Design sequence_game_ctrl, sky130hd; sources not shown.
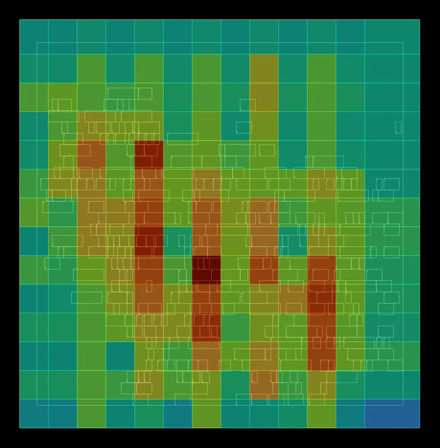
Figure 1: run 1, congestion heat map.
GR Layer Usage met3: 0.0285
met1 Resource Use GR: 0.168
post-detailed-route wirelength per cell: 12.9 um
Layout Utilization: 0.365
GRT Resource Usage Total: 0.124

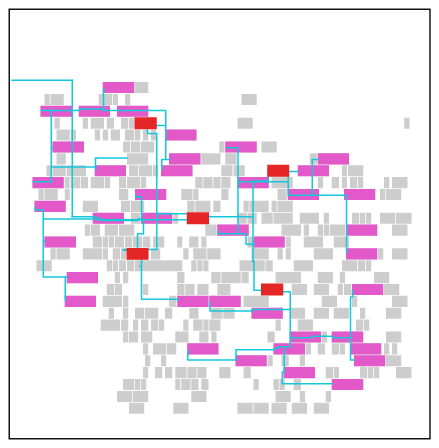
Figure 2: run 1, clock wires, drivers and flops.
[cyan] clock wires | length: 562 um
[magenta] flip-flops | count: 40
[red] cells driving clock nets | count: 5
routed clock nets	6
Setup Skew: 0.00517 ns
clk pwr: 482 uW
Latency at later pin: 0.29 ns
clock power share: 0.281

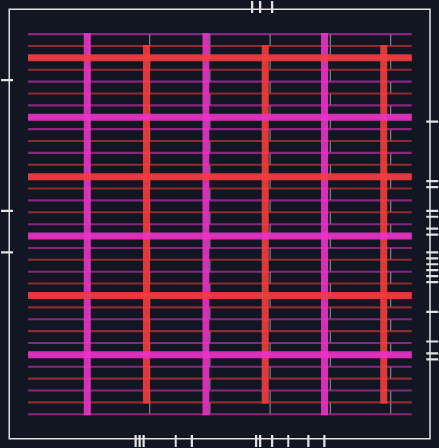
Figure 3: run 1, power grid.
Pins as bars on the die edge. Tap cells in gray.
color	net
magenta	VSS
red	VDD
signal pins	34
met1 rails	33
met5 straps	6
width of the die: 96 um
core box area: 7650 um2
IR drop worst, VDD: 0.244 mV
Die Span Y: 98 um

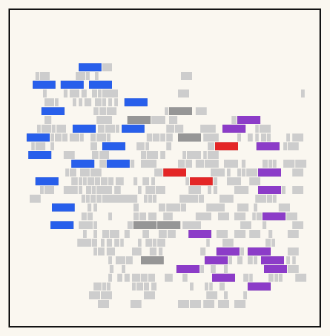
Figure 4: run 1, register map, names as in the netlist.
Other sequential cells in the stronger gray, the rest of the logic in the fainter gray.
color	signal	flops
blue	cnt_q	16
purple	seq_q	15
red	idx_q	3
not colored	6
sequential share of cell area: 0.287
Power Sequential: 679 uW
Flop area: 801 um2

==> run_results.csv, run 1 <==
group,metric,value,unit
status,status,"completed",
cells_and_area,layout.nets,350,
cells_and_area,clock_buffers,7,
cells_and_area,comb_share,0.477,
cells_and_area,inverters_excl_clock,14,
cells_and_area,largest_class,"combinational gates",
critical_path,ff2ff_path_depth,8,
timing,finalHoldViolations,0,
power,power.density,614,nW/um2
critical_path,r2r_slack,0.39,ns
clock_network,clockBufferDepth,2,
clock_network,clk_root_buffer_cell,"clkbuf_8",
route,drt_iter0_drc,120,
clock_network,cts.sinks,40,
route,num_vias,2030,
min_path,hold_class,"flip-flop to flip-flop",
flow_run,drv_cap,0,
global_route,grt_pass1_vias,1976,
timing,grt_setup_unrepaired,"no",
cells_and_area,nFillCells,789,
clock_network,tritoncts,"built",
power,switching_share,0.338,
power,power_frac_seq,0.397,
synth,ys_area,2240,um2
synth,top_cell_area_share,0.358,
synth,edf_count,0,
cells_and_area,drive_above_1_share,0.0566,
timing,worst_slew_pin_slew,0.665,ns
cells_and_area,clock_cell_area_share,0.0453,
power,combPwrFrac,0.322,
synth,synth.cellmix.simpleShare,0.291,
power,netSwitchingPower,579,uW
flow_run,warnings,31,
synth,syn_area_per_cell,7.80,um2
synth,yosys_warnings,0,
synth,ys_sh_xor,0.0727,
clock_network,htreeDepth,2,
cells_and_area,finalNonFillerCells,420,
route,ant_nets,0,
route,vias_per_cell,4.83,
synth,ys.flops,40,
synth,fa_ha_area_frac,0.0615,
placed_design,place_inst,412,
synth,ys_cells,287,
cells_and_area,n_sequential_cell,40,
cells_and_area,areaGrowthSynthToFinish,24.6,%
timing,final_max_slew_viol_count,0,
critical_path,critical_path.startpoint_type,"flip-flop",
critical_path,path_max_fanout,6,
global_route,grt_antenna_before_repair,0,
route,drc,0,
critical_path,cp_num_cells,8,
power,total_power,1.71,mW
synth,ys_types,46,
critical_path,crit_family,"simple AND/OR/NAND/NOR gates",
timing,fin_ws,0.393,ns
power,pg_comb,551,uW
synth,synthTopCellsByCount,"nand2_1 (49), dfxtp_1 (40), nor2_1 (34), a21oi_1 (24), inv_1 (13)",
floorplanning,chip_area,9410,um2
timing,max_freq,384,MHz
critical_path,crit_chain,"clkinv_1 -> ha_1 -> a222oi_1 -> mux2i_1 -> xnor2_2 -> nand4_2 -> or4_1 -> a211oi_1",
timing,whs,0.465,ns
timing,finalSetupViolations,0,
synth,synth.area.top_cells,"dfxtp_1 (36%), nand2_1 (8.2%), ha_1 (6.1%)",
synth,top_logic_kind,"simple AND/OR/NAND/NOR gates",
synth,fp_nets,320,
floorplanning,rows,32,
synth,synth-seq-area-share,0.358,
timing,period_used_share,0.869,
cells_and_area,fin_area,2790,um2
cells_and_area,nonClkBufAreaFrac,0.126,
critical_path,required,3.21,ns
global_route,grt_pass1_wl,9300,um
min_path,whs_path_depth,2,
placed_design,dpl.hpwl,3950,um
cells_and_area,num_antenna_cells,0,
critical_path,critPathCaptureType,"flip-flop",
floorplanning,tap_cells,102,
power,p_leak,0.974,nW
critical_path,crit_path_max_incr_delay,0.43,ns
cells_and_area,area.combinational,1330,um2
critical_path,critPathSlowestCell,"or4_1",
timing,fin_tns_setup,0,ns
synth,ys.flop_type,"dfxtp_1",
synth,ys_async_sr_fraction,0,
synth,top_area_cell,"dfxtp_1",
clock_network,clkTransAtPathRegs,0.08,ns
synth,ys_sh_mux,0.0274,
synth,aoi_share,0.140,
placed_design,gp_congestion,0.777,
cells_and_area,logic_gates,220,
timing,period_minus_slack,2.61,ns
cells_and_area,buffers,36,
clock_network,cts_made_buffers,5,
critical_path,worstSetupPathType,"flip-flop to flip-flop",
route,postRouteWirelength,5440,um
power,power_leader,"registers",
timing,slew_headroom,0.557,
placed_design,placed_cell_area,2660,um2
critical_path,arrival,2.82,ns
floorplanning,initCoreUtil,0.293,
floorplanning,pin_count,34,
placed_design,pre_cts_ws,0.397,ns
route,dr.pass1.iters,4,
global_route,overflow,0,
cells_and_area,largest_reg_flops,16,
synth,yosysMostFrequentCell,"nand2_1",
synth,syn_inst,287,
placed_design,port_buffers,32,
power,power.internal,1.13,mW
synth,syn_area,2240,um2
critical_path,worst-path-buf-inv,1,
global_route,grt_max_degree,27,
-- run 1: layout by cell type, fill, tap and decap left out, types with 6 or more instances in the layout --
cell | synthesis | routed
nor3_1 | 6 | 6
dfxtp_1 | 40 | 40
clkdlybuf4s50_1 | 0 | 32
clkbuf_8 | 0 | 7
a21oi_1 | 24 | 24
a222oi_1 | 6 | 6
ha_1 | 11 | 11
nand2_1 | 49 | 49
inv_1 | 13 | 13
xor2_1 | 7 | 7
nor2_1 | 34 | 34
nand3_1 | 11 | 11
xnor2_1 | 6 | 6
-- run 1: layer usage --
layer / GRT usage / up-vias / wire length, um
met4: 0.0503 / 0 / 117
li1: - / 1051 / -
met2: 0.187 / 47 / 2410
met5: 0 / - / 0
met1: 0.168 / 920 / 2600
met3: 0.0285 / 12 / 307
Figure 5. Cells colored by class (run 1).
Scale bar: 20 um.
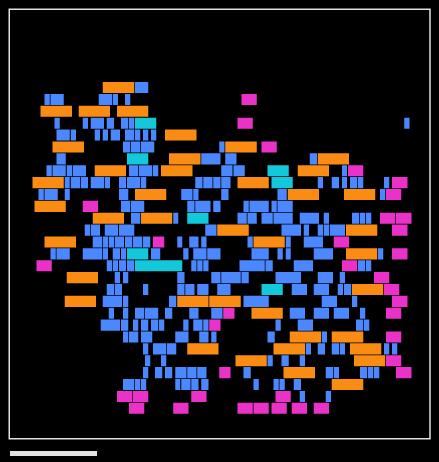

==> run 2: changes to the inputs <==
--- a/config.mk
+++ b/config.mk
@@ -9,7 +9,7 @@
 export CORE_AREA = 4 4 92 94
 export DETAILED_ROUTE_END_ITERATION = 10
 export DIE_AREA = 0 0 96 98
-export PLACE_DENSITY = 0.55
+export GPL_TIMING_DRIVEN = 0
 export SKIP_CTS_REPAIR_TIMING = 1
 export SYNTH_ARGS = -nofsm -noshare
 export SYNTH_HDL_FRONTEND = slang
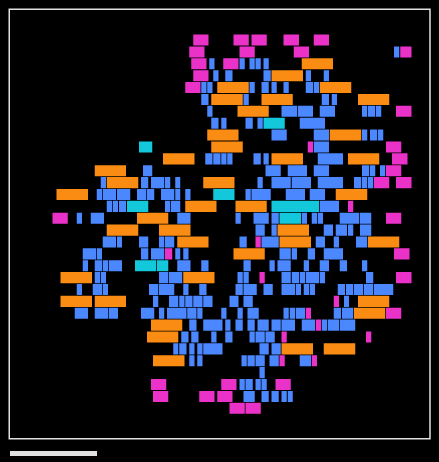
Figure 6: run 2, cells colored by class.
Scale bar: 20 um.
color	class	cells	share of their area
magenta	other buffers and delay cells	44	14%
cyan	clock drivers and dummy loads	8	4.3%
orange	flip-flops	40	30%
blue	all other logic	234	52%
Finished Cell Area: 2790 um2
sequential share of cell area: 0.287
Cell Rows: 32
Layout Utilization: 0.365

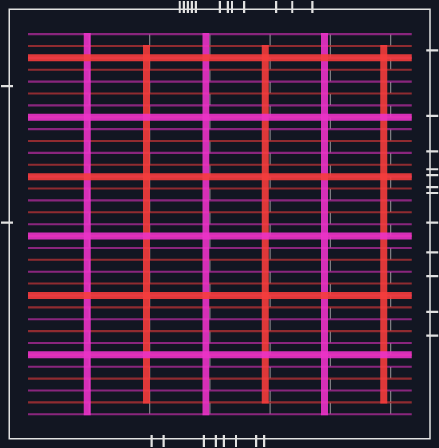
Figure 7: run 2, power grid.
Pins as bars on the die edge. Tap cells in gray.
color	net
magenta	VSS
red	VDD
met4 straps	6
rows	32
met5 straps	6
IR drop worst, VDD: 0.255 mV

==> run 2 against run 1 <==
  * Clock power down 5.4%
  * Clock skew up 0.0050 ns
  * Sequential power down 3.8%
  * Sequential share of layout area about the same
  * First-iteration DRC count down 22%
  * Die size unchanged
  * Flip-flop count unchanged
  * Non-clock buffer count up 8
  * Maximum frequency down 1.1%
  * Critical endpoint is now busy_o
  * Largest cell class unchanged
  * Highest routed layer unchanged
==> run_results.csv, run 2 <==
group,metric,value,unit
global_route,grt_max_degree,15,
cells_and_area,lay_top_cells,"nand2_1 (49), dfxtp_1 (40), nor2_1 (34), clkdlybuf4s50_1 (31), a21oi_1 (24)",
flow_run,drv_cap,0,
route,postRouteWirelength,5480,um
clock_network,clockBufferDepth,2,
route,drc,0,
timing,fin_skew,0.0101,ns
timing,whs,0.466,ns
timing,period_minus_slack,2.64,ns
route,ant_nets,0,
flow_run,warnings,31,
timing,fin_ws,0.363,ns
synth,syn_area,2240,um2
synth,fp_nets,320,
synth,ys_types,46,
floorplanning,initCoreUtil,0.293,
timing,finalSetupViolations,0,
synth,ys.flops,40,
cells_and_area,drive_above_1_share,0.0491,
synth,ys_sh_mux,0.0274,
synth,ys_async_sr_fraction,0,
critical_path,crit_chain,"clkbuf_1 -> clkbuf_1 -> nor3_1 -> a21oi_1 -> clkdlybuf4s50_1",
power,power.density,605,nW/um2
global_route,track_usage,0.121,
min_path,hold_class,"flip-flop to flip-flop",
cells_and_area,num_antenna_cells,0,
synth,yosysMostFrequentCell,"nand2_1",
timing,max_freq,379,MHz
global_route,grt_antenna_before_repair,0,
clock_network,tritoncts,"built",
floorplanning,die_y,98,um
critical_path,worst-path-buf-inv,3,
cells_and_area,buffers,44,
critical_path,r2r_slack,0.37,ns
cells_and_area,finalNonFillerCells,428,
clock_network,clkLatencyLatePin,0.30,ns
cells_and_area,largest_reg_flops,16,
timing,period_used_share,0.879,
synth,ys_sh_xor,0.0727,
placed_design,pre_cts_ws,0.383,ns
cells_and_area,n_sequential_cell,40,
route,dr.pass1.iters,4,
synth,synth.area.top_cells,"dfxtp_1 (36%), nand2_1 (8.2%), ha_1 (6.1%)",
critical_path,crit_family,"buffers and inverters",
route,vias_per_cell,4.83,
synth,yosys_warnings,0,
timing,final_max_slew_viol_count,0,
cells_and_area,layout_top_cell,"nand2_1",
synth,synth.cellmix.simpleShare,0.291,
critical_path,path_max_fanout,10,
cells_and_area,nonClkBufAreaFrac,0.130,
timing,fin_tns_setup,0,ns
cells_and_area,logic_gates,220,
cells_and_area,inverters_excl_clock,14,
placed_design,dpl.hpwl,4150,um
synth,top_logic_kind,"simple AND/OR/NAND/NOR gates",
cells_and_area,clock_buffers,5,
critical_path,cp_num_cells,5,
synth,aoi_share,0.140,
floorplanning,fp.dieW,96,um
clock_network,cts.sinks,40,
synth,fa_ha_area_frac,0.0615,
cells_and_area,area.combinational,1330,um2
cells_and_area,seqCellArea,801,um2
critical_path,ff2ff_path_depth,8,
placed_design,port_buffers,31,
global_route,grt_pass1_wl,9210,um
critical_path,critPathCaptureType,"output port",
cells_and_area,comb_share,0.477,
placed_design,gp_congestion,0.847,
global_route,grt_pass1_vias,1999,
route,num_vias,2069,
cells_and_area,layout.nets,358,
synth,syn_area_per_cell,7.80,um2
synth,syn_inst,287,
placed_design,place_inst,420,
synth,synth-seq-area-share,0.358,
power,total_power,1.69,mW
synth,ys_area,2240,um2
clock_network,htreeDepth,2,
synth,ys_cells,287,
floorplanning,chip_area,9410,um2
critical_path,critical_path.startpoint_type,"flip-flop",
clock_network,clkTransAtPathRegs,0.09,ns
route,post_drt_wl_per_cell,12.8,um
synth,ys.flop_type,"dfxtp_1",
cells_and_area,areaGrowthSynthToFinish,24.7,%
critical_path,cpMostUsedCell,"clkbuf_1",
critical_path,worstSetupPathType,"flip-flop to output port",
cells_and_area,nFillCells,805,
global_route,overflow,0,
route,drt_iter0_drc,94,
critical_path,crit_path_max_incr_delay,0.54,ns
timing,grt_setup_unrepaired,"no",
cells_and_area,clock_cell_area_share,0.0412,
status,status,"completed",
critical_path,arrival,2.04,ns
floorplanning,tap_cells,102,
min_path,whs_path_depth,2,
clock_network,clk_root_buffer_cell,"clkbuf_8",
synth,edf_count,0,
timing,finalHoldViolations,0,
floorplanning,pin_count,34,
synth,top_area_cell,"dfxtp_1",
floorplanning,coreArea,7650,um2
critical_path,critPathSlowestCell,"clkdlybuf4s50_1",
placed_design,placed_cell_area,2680,um2
critical_path,required,2.40,ns
power,p_leak,0.963,nW
clock_network,cts_made_buffers,5,
synth,synthTopCellsByCount,"nand2_1 (49), dfxtp_1 (40), nor2_1 (34), a21oi_1 (24), inv_1 (13)",
synth,top_cell_area_share,0.358,
cells_and_area,largest_class,"combinational gates",
run 2: tightest hold or removal path: stages, from the launching register on:
cell and delay (ns):
dfxtp_1 0.32, nand2_1 0.05, a21oi_1 0.05
run 2: cells by family after synthesis:
| family | count (synthesis) |
|---|---|
| simple gates | 137 |
| compound gates | 49 |
| flops | 40 |
| buf+inv | 27 |
| xor+xnor | 16 |
| fa+ha+maj | 11 |
| mux | 6 |
| other cells | 1 |
run 2: layer usage:
layer / global-route usage / vias up / wire (um)
met5: 0 / - / 0
met1: 0.162 / 946 / 2560
met3: 0.0285 / 4 / 293
met2: 0.194 / 45 / 2600
li1: - / 1074 / -
met4: 0.0306 / 0 / 36
run 2: power by group:
group          switching (mW)  internal [mW]
Clock                   0.205          0.251
Sequential             0.0543          0.598
Combinational           0.341          0.239
Power and IR drop assume default switching activity.
